--- src/rtl/ceyloniac_regfile_debug_controller.sv ---
`default_nettype none
// ============================================================================
// Module   : ceyloniac_regfile_debug_controller
// Brief    : Sequences host read/write/clear-all access to the register file
//            by halting the core and taking over its external control port.
// Revision : 1.0
// ============================================================================
module ceyloniac_regfile_debug_controller #(
    parameter int ADDR_WIDTH   = 5,
    parameter int DATA_WIDTH   = 32,
    parameter int NUM_REGS     = 32,
    parameter int HALT_TIMEOUT = 255
) (
    input  logic                  clk,
    input  logic                  reset,
    input  logic                  host_req,
    input  logic [1:0]            host_cmd,
    input  logic [ADDR_WIDTH-1:0] host_addr,
    input  logic [DATA_WIDTH-1:0] host_wdata,
    output logic                  host_ack,
    output logic                  host_err,
    output logic [DATA_WIDTH-1:0] host_rdata,
    output logic                  busy,
    output logic                  core_halt_req,
    input  logic                  core_halted,
    output logic                  reg_external_control_enable,
    output logic [ADDR_WIDTH-1:0] external_read_addr1,
    output logic [ADDR_WIDTH-1:0] external_write_addr,
    output logic [DATA_WIDTH-1:0] external_write_data,
    output logic                  external_write_enable,
    input  logic [DATA_WIDTH-1:0] read_data1
);

    localparam int c_TO_W = (HALT_TIMEOUT < 2) ? 1 : $clog2(HALT_TIMEOUT + 1);
    localparam logic [c_TO_W-1:0]     c_TIMEOUT  = c_TO_W'(HALT_TIMEOUT);
    localparam logic [ADDR_WIDTH-1:0] c_LAST_IDX = ADDR_WIDTH'(NUM_REGS - 1);

    localparam logic [1:0] c_CMD_READ  = 2'b00;
    localparam logic [1:0] c_CMD_WRITE = 2'b01;
    localparam logic [1:0] c_CMD_CLEAR = 2'b10;
    localparam logic [1:0] c_CMD_RSVD  = 2'b11;

    typedef enum logic [2:0] {
        S_IDLE      = 3'd0,
        S_HALT_WAIT = 3'd1,
        S_ACCESS    = 3'd2,
        S_CLEAR     = 3'd3,
        S_RESPOND   = 3'd4,
        S_RELEASE   = 3'd5
    } state_t;

    state_t                  r_state;
    state_t                  w_state_next;
    logic [1:0]              r_cmd;
    logic [ADDR_WIDTH-1:0]   r_addr;
    logic [DATA_WIDTH-1:0]   r_wdata;
    logic [c_TO_W-1:0]       r_to_cnt;
    logic [ADDR_WIDTH-1:0]   r_idx;
    logic                    r_err;
    logic                    r_halt_req;
    logic                    r_ext_en;
    logic [DATA_WIDTH-1:0]   r_rdata;

    assign host_rdata                  = r_rdata;
    assign core_halt_req               = r_halt_req;
    assign reg_external_control_enable = r_ext_en;

    always_ff @(posedge clk or posedge reset) begin
        if (reset) begin
            r_state <= S_IDLE;
        end else begin
            r_state <= w_state_next;
        end
    end

    always_comb begin
        w_state_next          = r_state;
        busy                  = (r_state != S_IDLE);
        host_ack              = 1'b0;
        host_err              = 1'b0;
        external_read_addr1   = '0;
        external_write_addr   = '0;
        external_write_data   = '0;
        external_write_enable = 1'b0;
        case (r_state)
            S_IDLE: begin
                if (host_req) begin
                    w_state_next = (host_cmd == c_CMD_RSVD) ? S_RESPOND : S_HALT_WAIT;
                end
            end
            S_HALT_WAIT: begin
                if (core_halted) begin
                    w_state_next = (r_cmd == c_CMD_CLEAR) ? S_CLEAR : S_ACCESS;
                end else if (r_to_cnt == c_TIMEOUT) begin
                    w_state_next = S_RESPOND;
                end
            end
            S_ACCESS: begin
                w_state_next = S_RESPOND;
                if (r_cmd == c_CMD_READ) begin
                    external_read_addr1 = r_addr;
                end
                if (r_cmd == c_CMD_WRITE) begin
                    external_write_addr   = r_addr;
                    external_write_data   = r_wdata;
                    external_write_enable = 1'b1;
                end
            end
            S_CLEAR: begin
                external_write_addr = r_idx;
                // A core that leaves halt mid-clear must not see this cycle's write.
                external_write_enable = core_halted;
                if (!core_halted || (r_idx == c_LAST_IDX)) begin
                    w_state_next = S_RESPOND;
                end
            end
            S_RESPOND: begin
                host_ack     = 1'b1;
                host_err     = r_err;
                w_state_next = S_RELEASE;
            end
            S_RELEASE: begin
                w_state_next = S_IDLE;
            end
            default: begin
                w_state_next = S_IDLE;
            end
        endcase
    end

    always_ff @(posedge clk or posedge reset) begin
        if (reset) begin
            r_cmd      <= 2'b00;
            r_addr     <= '0;
            r_wdata    <= '0;
            r_to_cnt   <= '0;
            r_idx      <= '0;
            r_err      <= 1'b0;
            r_halt_req <= 1'b0;
            r_ext_en   <= 1'b0;
            r_rdata    <= '0;
        end else begin
            case (r_state)
                S_IDLE: begin
                    if (host_req) begin
                        r_cmd    <= host_cmd;
                        r_addr   <= host_addr;
                        r_wdata  <= host_wdata;
                        r_to_cnt <= '0;
                        r_idx    <= '0;
                        if (host_cmd == c_CMD_RSVD) begin
                            r_err <= 1'b1;
                        end else begin
                            r_err      <= 1'b0;
                            r_halt_req <= 1'b1;
                        end
                    end
                end
                S_HALT_WAIT: begin
                    if (core_halted) begin
                        r_ext_en <= 1'b1;
                    end else if (r_to_cnt == c_TIMEOUT) begin
                        r_err <= 1'b1;
                    end else begin
                        r_to_cnt <= r_to_cnt + c_TO_W'(1);
                    end
                end
                S_ACCESS: begin
                    if (r_cmd == c_CMD_READ) begin
                        r_rdata <= read_data1;
                    end
                end
                S_CLEAR: begin
                    if (!core_halted) begin
                        r_err <= 1'b1;
                    end else begin
                        r_idx <= r_idx + ADDR_WIDTH'(1);
                    end
                end
                S_RESPOND: begin
                    // Enable and halt request both drop on entry to RELEASE.
                    r_ext_en   <= 1'b0;
                    r_halt_req <= 1'b0;
                end
                default: begin
                end
            endcase
        end
    end

    a_en_needs_halt: assert property (@(posedge clk) disable iff (reset)
        reg_external_control_enable |-> core_halt_req);

    a_ack_single: assert property (@(posedge clk) disable iff (reset)
        host_ack |=> !host_ack);

endmodule
`default_nettype wire
--- config.mk ---
export PLATFORM = sky130hd
export DESIGN_NAME = ceyloniac_regfile_debug_controller
export DESIGN_NICKNAME = d
export VERILOG_FILES = /design/src/rtl/ceyloniac_regfile_debug_controller.sv
export SDC_FILE = /design/constraint.sdc
export NUM_CORES = 1
export LEC_CHECK = 0
export CAP_MARGIN = 10
export CORE_ASPECT_RATIO = 0.6
export CORE_UTILIZATION = 48
export CTS_CLUSTER_SIZE = 14
export DETAILED_ROUTE_END_ITERATION = 8
export PLACE_DENSITY = 0.86
export SYNTH_ARGS = -nofsm -noshare
export SYNTH_HDL_FRONTEND = slang
export SYNTH_SLANG_ARGS = --single-unit
--- constraint.sdc ---
create_clock -name clk -period 6.6 [get_ports clk]
set_input_delay 0.66 -clock clk [delete_from_list [all_inputs] [get_ports clk]]
set_output_delay 0.66 -clock clk [all_outputs]
set_load 0.1 [all_outputs]
==> qor.yml <==
routing:
  wirelength_mm: 10.1
  final_antenna_net_count: 0
  drc: 0
  drt_iter0_markers: 114
  wl_met1_mm: 4.46
  vias: 3127
cts:
  cts_tree: "built"
  cts-root-buf: "clkbuf_16"
  h-tree-depth: 3
  clk_pin_slew_ns: 0.06
  insertion_delay_ns: 0.33
  cts_setup_buffers: 0
  clk_path_buf_depth: 2
yosys:
  netlist_top_cells_count: "dfrtp_1, and3_1, mux2_2, mux2_4"
  ys_sh_simple: 0.128
  syn_area_um2: 4210
  logic_family: "multiplexers"
  yosysWarnings: 0
  synth.avg_cell_area_um2: 13.3
  yosys-top-cells-area: "dfrtp_1, mux2_4, mux2_2"
  synth_flops: 90
  top_cell: "dfrtp_1"
  postSynthCellCount: 316
  ys_sh_adder: 0.00892
  ys_cells: 316
  xor_area_frac: 0.00416
  synth_top_area_share: 0.535
  ys_sh_mux: 0.222
  ys_seq_share: 0.535
power:
  clkPwrFrac: 0.141
  powerDensity_nw_per_um2: 539
  power_frac_seq: 0.303
  p_sw_frac: 0.487
  peakVddDrop_v: 0.000235
  powerComb_mw: 1.82
  p_int_mw: 1.68
  power_leader: "combinational cells"
  power_mw: 3.28
  p_leak_nw: 2.77
setup_path:
  cp_slowest_stage_delay_ns: 1.13
  worstReg2RegEnd: "r_wdata[30]"
  crit_type: "flip-flop to output port"
  crit_arrival_ns: 3.52
  cp_num_cells: 6
  r2r_start: "r_state[0]"
  critPathLaunchType: "flip-flop"
  regToRegSetupSlack_ns: 4.01
  critPathTopFamily: "buffers and inverters"
  crit_top_cell: "buf_4"
  cp-end-kind: "output port"
global_routing:
  grtUsageMet3: 0.0821
  grt-ovfl-total: 0
  grt_antenna_before_repair: 0
  grt_pass1_wl_mm: 15.6
  grt_start_max_net_pins: 91
  grt_usage: 0.227
sta:
  slew_violations: 0
  worst_pin_slew_ns: 1.00
  fin_crit_ns: 4.18
  max_freq_ghz: 0.239
  rsz0062_at_grt: "false"
  setup-tns-final_ns: 0
die:
  fp.dieW_um: 123
  core_um2: 8490
  fp_util: 0.496
  taps: 112
outcome:
  status: "finished, final reports clean"
placed_design:
  dp_hpwl_mm: 7.01
  io_buffers: 154
  gp_congestion: 0.868
worst_hold_path:
  worstHoldEndpoint: "r_wdata[0]"
final_layout:
  layout_top_cell: "clkdlybuf4s50_1"
  comb_area_share: 0.295
  nFillCells: 609
  seq_share: 0.370
  final_cell_mix: "clkdlybuf4s50_1, dfrtp_1, and3_1"
  clock_area_frac: 0.0438
==> images/closeup.png <==
Window x 11 to 51, y 35 to 75 um. Cells in gray, sequential cells in the stronger gray; small squares are vias.
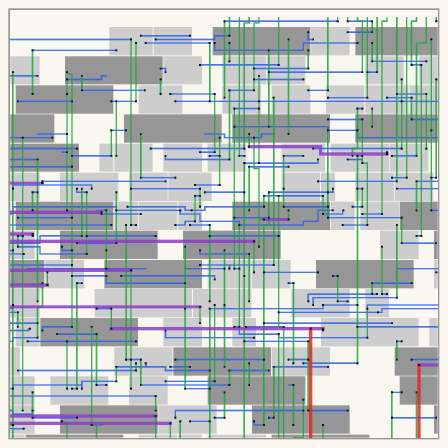
legend:
  M2:
    color: green
  M1:
    color: blue
  M4:
    color: red
  M3:
    color: purple
sequential cells in the window: 19
most frequent: clkdlybuf4s50_1 (24), dfrtp_1 (19), mux2_4 (11)
netlist names of flops here include: r_wdata (11), host_rdata (8)
cells with their middle in the window: 73

==> images/port_trees.png <==
Bar = 20 um.
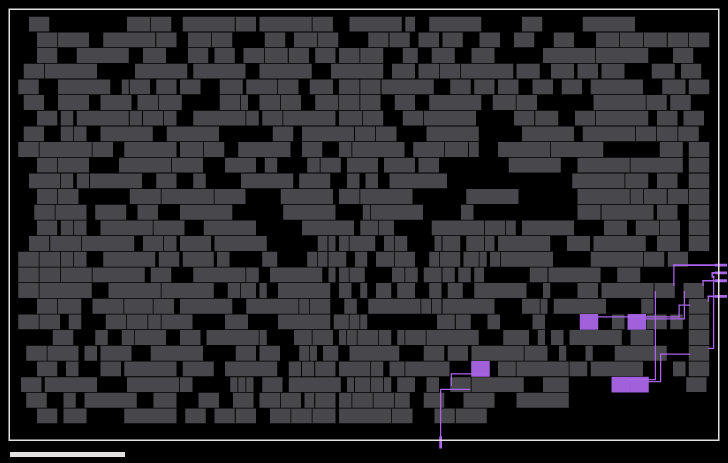
legend:
  external_write_addr:
    color: purple
    bits: 5
    direction: output
    edge: 4 right, 1 bottom
    end_cells: 5
    wire: 115 um

==> images/ff_map.png <==
Bar = 20 um. Other sequential cells in the stronger gray, the rest of the logic in the fainter gray.
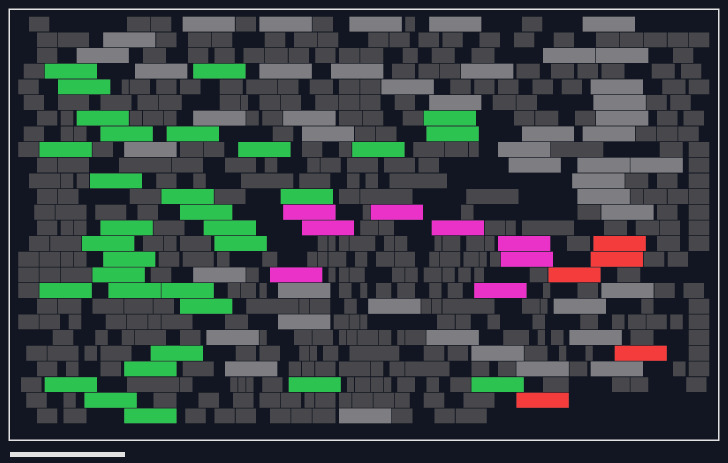
legend:
  r_addr:
    color: red
    flops: 5
  r_to_cnt:
    color: magenta
    flops: 8
  r_wdata:
    color: green
    flops: 32
not colored: 45

==> images/layers.png <==
Only two layers are drawn.
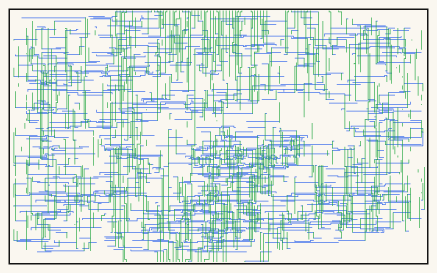
legend:
  M1:
    color: blue
    wire_length: 4460 um
  M2:
    color: green
    wire_length: 4680 um

==> images/clock_nets.png <==
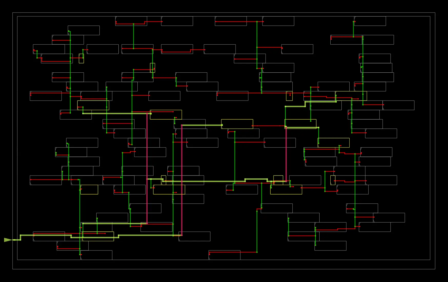
clock network power: 0.463 mW
Worst Skew: 0.00732 ns
Seq Cell Count: 90
clock buf count: 14

Power is estimated from default activity; no workload was simulated.
